`config.mk`:
```
export PLATFORM = sky130hd
export DESIGN_NAME = hex_scan_display
export DESIGN_NICKNAME = d
export VERILOG_FILES = /design/src/rtl/hex_scan_display.sv
export SDC_FILE = /design/constraint.sdc
export NUM_CORES = 1
export LEC_CHECK = 0
export ABC_AREA = 1
export CAP_MARGIN = 10
export CORE_ASPECT_RATIO = 0.9
export CORE_MARGIN = 5
export CORE_UTILIZATION = 49
export DETAILED_ROUTE_END_ITERATION = 8
export PLACE_DENSITY = 0.76
export SYNTH_ARGS = -nofsm -noshare
export SYNTH_HDL_FRONTEND = slang
export SYNTH_SLANG_ARGS = --single-unit
```
`constraint.sdc`:
```
create_clock -name clk -period 1.7 [get_ports clk]
set_input_delay 0.255 -clock clk [delete_from_list [all_inputs] [get_ports clk]]
set_output_delay 0.255 -clock clk [all_outputs]
set_load 0.1 [all_outputs]
```
`src/rtl/hex_scan_display.sv`:
```
// rtl/hex_scan_display.sv - time-multiplexed multi-digit hex 7-segment driver
// Captures a hex word on load and scans it across DIGITS positions, one DIV-cycle slot each.
module hex_scan_display #(
  parameter int DIGITS         = 4,
  parameter int DIV            = 50000,
  parameter bit SEG_ACTIVE_LOW = 1'b1,
  parameter bit AN_ACTIVE_LOW  = 1'b1
) (
  input  logic                  clk,
  input  logic                  rst_n,
  input  logic [4*DIGITS-1:0]   value,
  input  logic [DIGITS-1:0]     dp,
  input  logic                  load,
  input  logic                  blank_lz,
  output logic [6:0]            seg_n,
  output logic                  dp_n,
  output logic [DIGITS-1:0]     an,
  output logic                  slot_tick
);

  localparam int IW = (DIGITS > 1) ? $clog2(DIGITS) : 1;
  localparam int PW = (DIV > 1) ? $clog2(DIV) : 1;
  localparam logic [6:0]        SEG_OFF = SEG_ACTIVE_LOW ? 7'h7F : 7'h00;
  localparam logic              DP_OFF  = SEG_ACTIVE_LOW;
  localparam logic [DIGITS-1:0] AN_OFF  = AN_ACTIVE_LOW ? {DIGITS{1'b1}} : {DIGITS{1'b0}};

  logic [PW-1:0]         pcnt;
  logic [IW-1:0]         idx;
  logic [4*DIGITS-1:0]   sh_val;
  logic [DIGITS-1:0]     sh_dp;
  logic                  tick;

  logic [3:0]            nib;
  logic                  dp_sel;
  logic                  blank;
  logic                  run;
  logic [DIGITS-1:0]     oh;
  logic [6:0]            lit;
  logic [6:0]            seg_d;
  logic                  dp_d;
  logic [DIGITS-1:0]     an_d;

  function automatic logic [6:0] glyph(input logic [3:0] n);
    case (n)
      4'h0: glyph = 7'b0111111;
      4'h1: glyph = 7'b0000110;
      4'h2: glyph = 7'b1011011;
      4'h3: glyph = 7'b1001111;
      4'h4: glyph = 7'b1100110;
      4'h5: glyph = 7'b1101101;
      4'h6: glyph = 7'b1111101;
      4'h7: glyph = 7'b0000111;
      4'h8: glyph = 7'b1111111;
      4'h9: glyph = 7'b1101111;
      4'hA: glyph = 7'b1110111;
      4'hB: glyph = 7'b1111100;
      4'hC: glyph = 7'b0111001;
      4'hD: glyph = 7'b1011110;
      4'hE: glyph = 7'b1111001;
      default: glyph = 7'b1110001;
    endcase
  endfunction

  assign tick = (pcnt == PW'(DIV - 1));

  always_ff @(posedge clk or negedge rst_n) begin
    if (!rst_n) begin
      pcnt      <= '0;
      idx       <= '0;
      slot_tick <= 1'b0;
    end else begin
      slot_tick <= tick;
      pcnt      <= tick ? '0 : pcnt + PW'(1);
      if (tick) begin
        idx <= (idx == IW'(DIGITS - 1)) ? '0 : idx + IW'(1);
      end
    end
  end

  always_ff @(posedge clk or negedge rst_n) begin
    if (!rst_n) begin
      sh_val <= '0;
      sh_dp  <= '0;
    end else if (load) begin
      sh_val <= value;
      sh_dp  <= dp;
    end
  end

  // Walk from the top digit down so run means "this nibble and all above are zero".
  always_comb begin
    nib    = 4'h0;
    dp_sel = 1'b0;
    blank  = 1'b0;
    oh     = '0;
    run    = 1'b1;
    for (int k = DIGITS - 1; k >= 0; k--) begin
      run = run & (sh_val[4*k +: 4] == 4'h0);
      if (idx == IW'(k)) begin
        nib    = sh_val[4*k +: 4];
        dp_sel = sh_dp[k];
        oh[k]  = 1'b1;
        blank  = blank_lz && (k != 0) && run;
      end
    end
    lit   = blank ? 7'b0000000 : glyph(nib);
    seg_d = SEG_ACTIVE_LOW ? ~lit : lit;
    dp_d  = SEG_ACTIVE_LOW ? ~dp_sel : dp_sel;
    an_d  = AN_ACTIVE_LOW ? ~oh : oh;
  end

  // Segments, dp and anode share one register stage so they always switch together.
  always_ff @(posedge clk or negedge rst_n) begin
    if (!rst_n) begin
      seg_n <= SEG_OFF;
      dp_n  <= DP_OFF;
      an    <= AN_OFF;
    end else begin
      seg_n <= seg_d;
      dp_n  <= dp_d;
      an    <= an_d;
    end
  end

endmodule

```
==> results.yml, run 1 <==
# implementation run metrics
grt:
  antenna_found_initial: 0
die:
  chipWidth_um: 87.8
  taps: 67
  fp.dieH_um: 80.0
  num_rows: 25
status:
  outcome: "finished, violations left"
  violations: "negative setup slack"
synthesis:
  fp_nets: 351
  ys_top_cells_by_count: "nand2_1 (79), inv_1 (43), dfrtp_1 (39)"
  most_common_cell: "nand2_1"
  syn_inst: 316
  yosysChipArea_mm2: 0.00267
finish:
  nNonClkBuffers: 60
  fin_area_mm2: 0.00368
  area_delta_synth_final_pct: 37.9
  clockNetworkAreaShare_pct: 2.41
  seq_area_mm2: 0.00129
  reg_top3: "pcnt: 16 flops, sh_val: 16 flops, seg_n: 7 flops"
  fillers: 414
  instances_no_fill: 445
  final_common_cell: "nand2_1"
cts:
  cts_setup_buffers: 4
  clock_tree.buffer_depth: 2
  path_clk_slew_ps: 90
route:
  dr_total_vias: 2304
  highest_layer: "met4"
  m1WireLength_um: 2660
  wire_per_inst_um: 13.4
timing:
  setup_viol: 7
  relSlewSlack_pct: 68.8
  max_slew.worst_pin.slew_ps: 468
  worst_slack_ps: -139
worst_setup_path:
  worstSetupEndpointType: "register"
  critical_path.endpoint: "seg_n[5]"
  cpLargestDelayFamily: "simple AND/OR/NAND/NOR gates"
power_and_ir_drop:
  power.density_mw_per_mm2: 748
  pg_seq_mw: 1.36
placement:
  post-place-ws_ps: -77.7
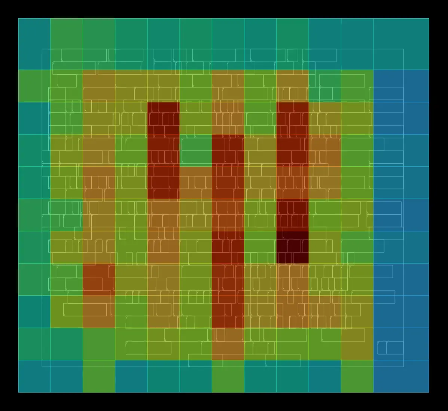
*Congestion heat map, run 1*
met2 Usage GRT: 26.8%
grt met3 use: 3.61%
final core occ: 70.0%

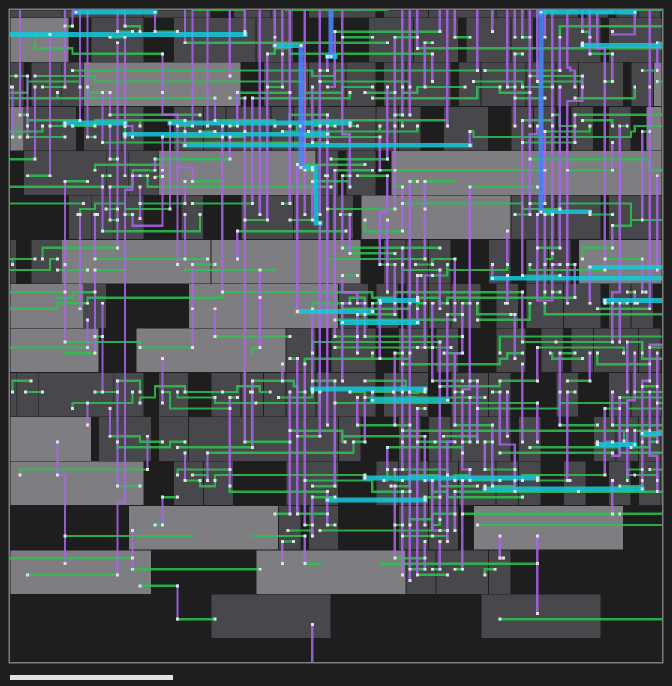
*Close-up of the layout, run 1*
The bar under the picture is 10 µm long. Window x 24 to 64, y 4 to 44 µm. Cells in grey, sequential cells in the stronger grey; small squares are vias.
purple -> metal 2
green -> metal 1
cyan -> metal 3
blue -> metal 4
sequential cells in the window = 17
cells with their middle in the window = 145
most frequent = nand2_1 (29), inv_1 (22), dfrtp_1 (14)
netlist names of flops here include = pcnt (13), idx (2)

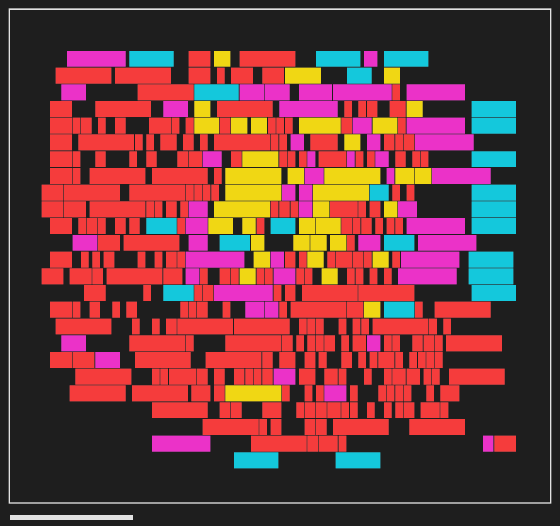
*Sizing map, run 1*
The bar under the picture is 20 µm long.
yellow -> _3 and _4 cells  # cells 37, most used buf_4
magenta -> _2 cells  # cells 49, most used dfstp_2
red -> _0 and _1 cells  # cells 269, most used nand2_1
cyan -> _6 and larger  # cells 23, most used buf_12

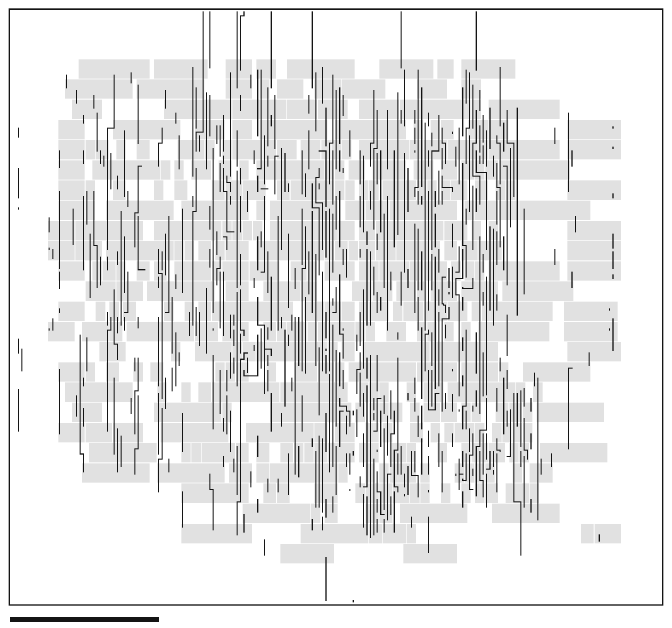
*Metal 2, run 1*
The bar under the picture is 20 µm long.
nets with wire on the layer = 333
share of all routed wire = 48%
wire length on this layer = 2850 µm
main direction = vertical

==> run 2, diff against run 1 <==
- CORE_ASPECT_RATIO: 0.9 -> 1.4
==> run 2 against run 1 <==
Compared with the run above:
- the flow still finishes with violations (negative setup slack)
- largest power group unchanged
- clock power is 16% higher
- largest cell class unchanged
- non-clock buffer count grew 5
- worst setup slack better by 41 ps
- final cell count is 0.90% higher
==> results.yml, run 2 <==
# implementation run metrics
status:
  outcome: "finished, violations left"
  violations: "negative setup slack"
route:
  m1WireLength_um: 2410
  wire_per_inst_um: 13.8
  dr_total_vias: 2253
finish:
  clockNetworkAreaShare_pct: 2.81
  instances_no_fill: 449
  final_common_cell: "nand2_1"
  nNonClkBuffers: 65
worst_setup_path:
  critical_path.endpoint: "seg_n[5]"
power_and_ir_drop:
  power.density_mw_per_mm2: 765
  pg_seq_mw: 1.36
synthesis:
  fp_nets: 351
  yosysChipArea_mm2: 0.00267
  ys_top_cells_by_count: "nand2_1 (79), inv_1 (43), dfrtp_1 (39)"
  most_common_cell: "nand2_1"
  syn_inst: 316
cts:
  cts_setup_buffers: 5
  clock_tree.buffer_depth: 2
die:
  chipWidth_um: 72.4
  taps: 66
timing:
  setup_viol: 7
  worst_slack_ps: -97.2
  relSlewSlack_pct: 69.7
placement:
  post-place-ws_ps: -69.8
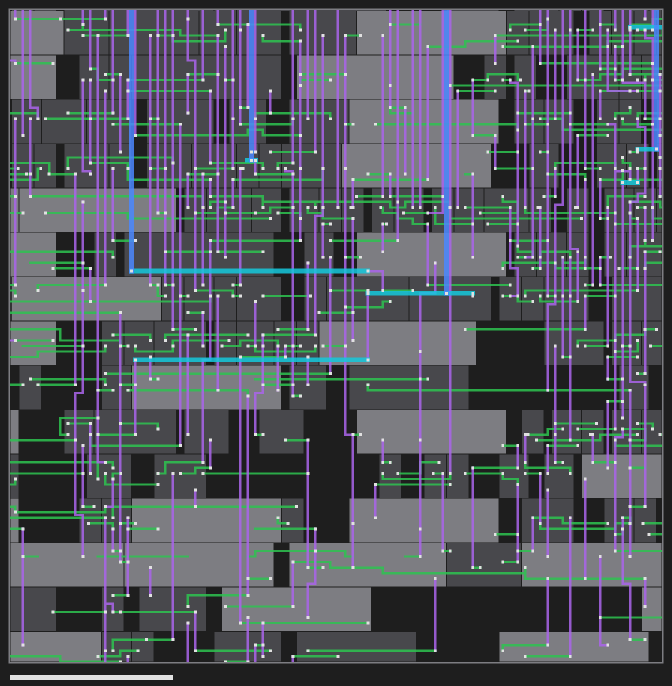
*Close-up of the layout, run 2*
The bar under the picture is 10 µm long. Window x 16 to 56, y 9 to 49 µm. Cells in grey, sequential cells in the stronger grey; small squares are vias.
green -> metal 1
purple -> metal 2
cyan -> metal 3
blue -> metal 4
netlist names of flops here include = pcnt (9), an (3), sh_dp (3)
most frequent = inv_1 (19), nand2_1 (19), dfrtp_1 (16)
sequential cells in the window = 20
cells with their middle in the window = 137

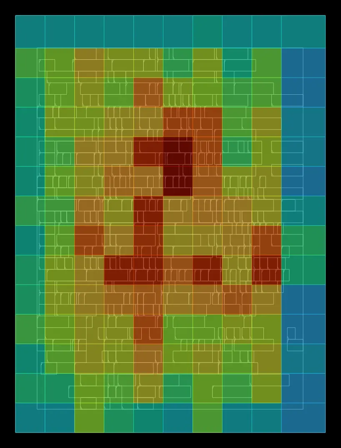
*Congestion heat map, run 2*
GRT Total Usage: 17.6%
final core occ: 72.3%
met1 GRT Util: 19.2%
grt met3 use: 3.62%
met2 Usage GRT: 31.6%

==> run 3, diff against run 2 <==
- ABC_CLOCK_PERIOD_IN_PS: default -> 1700
- CAP_MARGIN: 10 -> default
- CTS_CLUSTER_SIZE: default -> 30
==> run 3 against run 2 <==
Compared with the run above:
- combinational power is essentially flat
- worst hold slack unchanged
- wire length is the same
- sequential cell count is the same
- the flow still finishes with violations (negative setup slack)
- global-route usage is the same
- sequential share of layout area stayed put
- utilization did not move
- synthesized cell count is the same
- via count stayed put
- largest cell class unchanged
- total power did not move
==> results.yml, run 3 <==
# implementation run metrics
timing:
  final.min_clock_period_ps: 1800
  setup_viol: 7
  worst_slack_ps: -97.2
  relSlewSlack_pct: 69.7
finish:
  nNonClkBuffers: 65
  instances_no_fill: 449
  final_common_cell: "nand2_1"
  post-route-util_pct: 72.3
synthesis:
  ys_top_cells_by_count: "nand2_1 (79), inv_1 (43), dfrtp_1 (39)"
  fp_nets: 351
  most_common_cell: "nand2_1"
  syn_inst: 316
grt:
  met2_usage_pct: 31.6
  grtUsageMet3_pct: 3.62
status:
  violations: "negative setup slack"
  outcome: "finished, violations left"
placement:
  globalplace.congestion: 0.914
worst_setup_path:
  critical_path.endpoint: "seg_n[5]"
route:
  dr_total_vias: 2253
  m1WireLength_um: 2410
  wire_per_inst_um: 13.8
power_and_ir_drop:
  pg_seq_mw: 1.36
die:
  chipWidth_um: 72.4
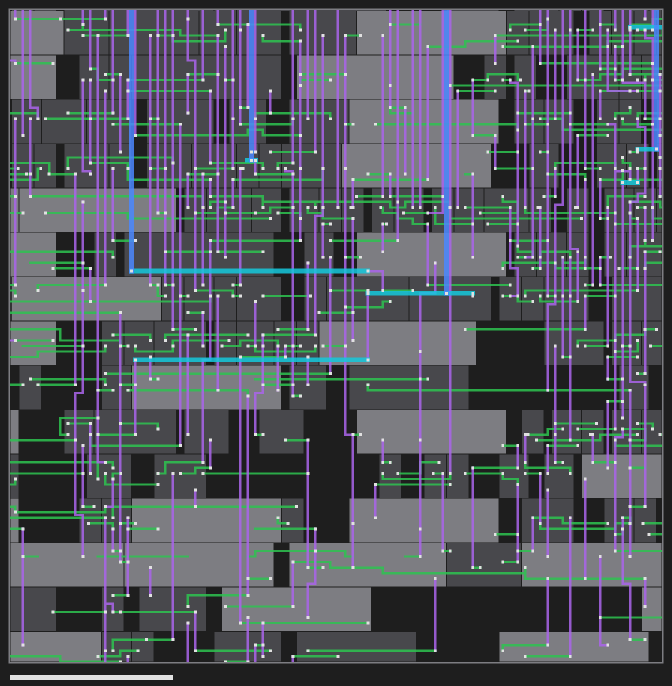
*Close-up of the layout, run 3*
The bar under the picture is 10 µm long. Window x 16 to 56, y 9 to 49 µm. Cells in grey, sequential cells in the stronger grey; small squares are vias.
cyan -> metal 3
purple -> metal 2
blue -> metal 4
green -> metal 1
most frequent = inv_1 (19), nand2_1 (19), dfrtp_1 (16)
sequential cells in the window = 20
netlist names of flops here include = pcnt (9), an (3), sh_dp (3)
cells with their middle in the window = 137

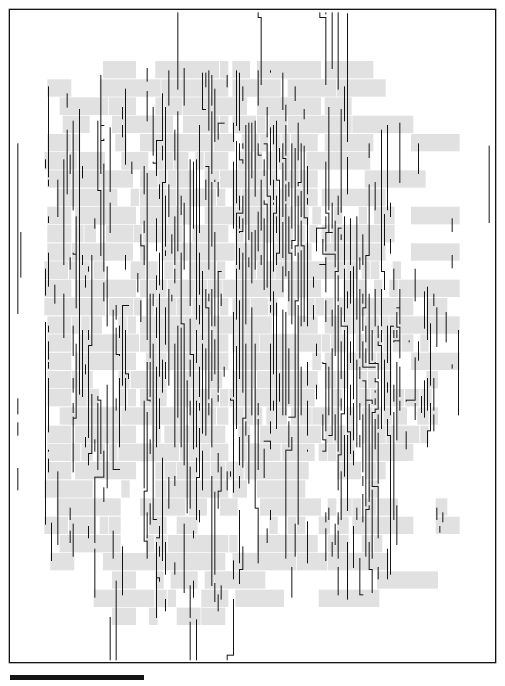
*Metal 2, run 3*
The bar under the picture is 20 µm long.
wire length on this layer = 3360 µm
share of all routed wire = 54%
main direction = vertical
nets with wire on the layer = 337


==> gallery <==
M1 wires.
The bar under the picture is 20 µm long. Supply wires on this layer in grey.
image #1
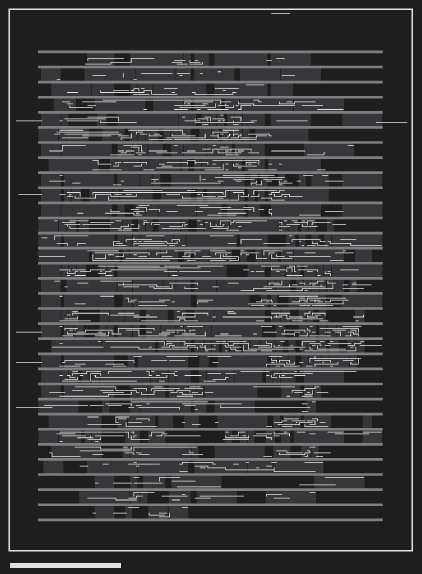
image #2
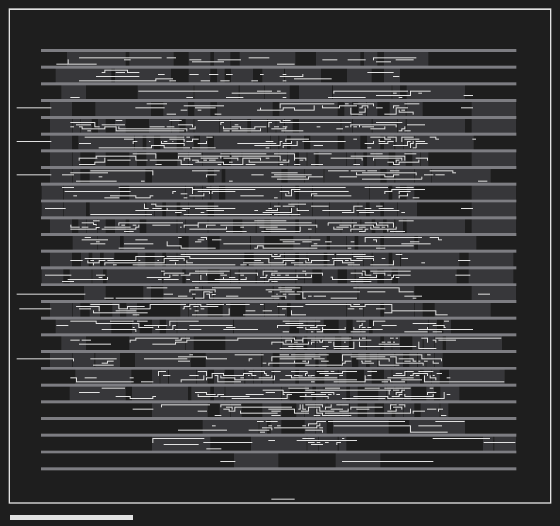
- image #2 = run 1
- image #1 = run 3

Key to image #2:
longest straight run = 22.5 µm
share of all routed wire = 45%
nets with wire on the layer = 368

No activity file was given, so power comes from the tool's default toggle rates.
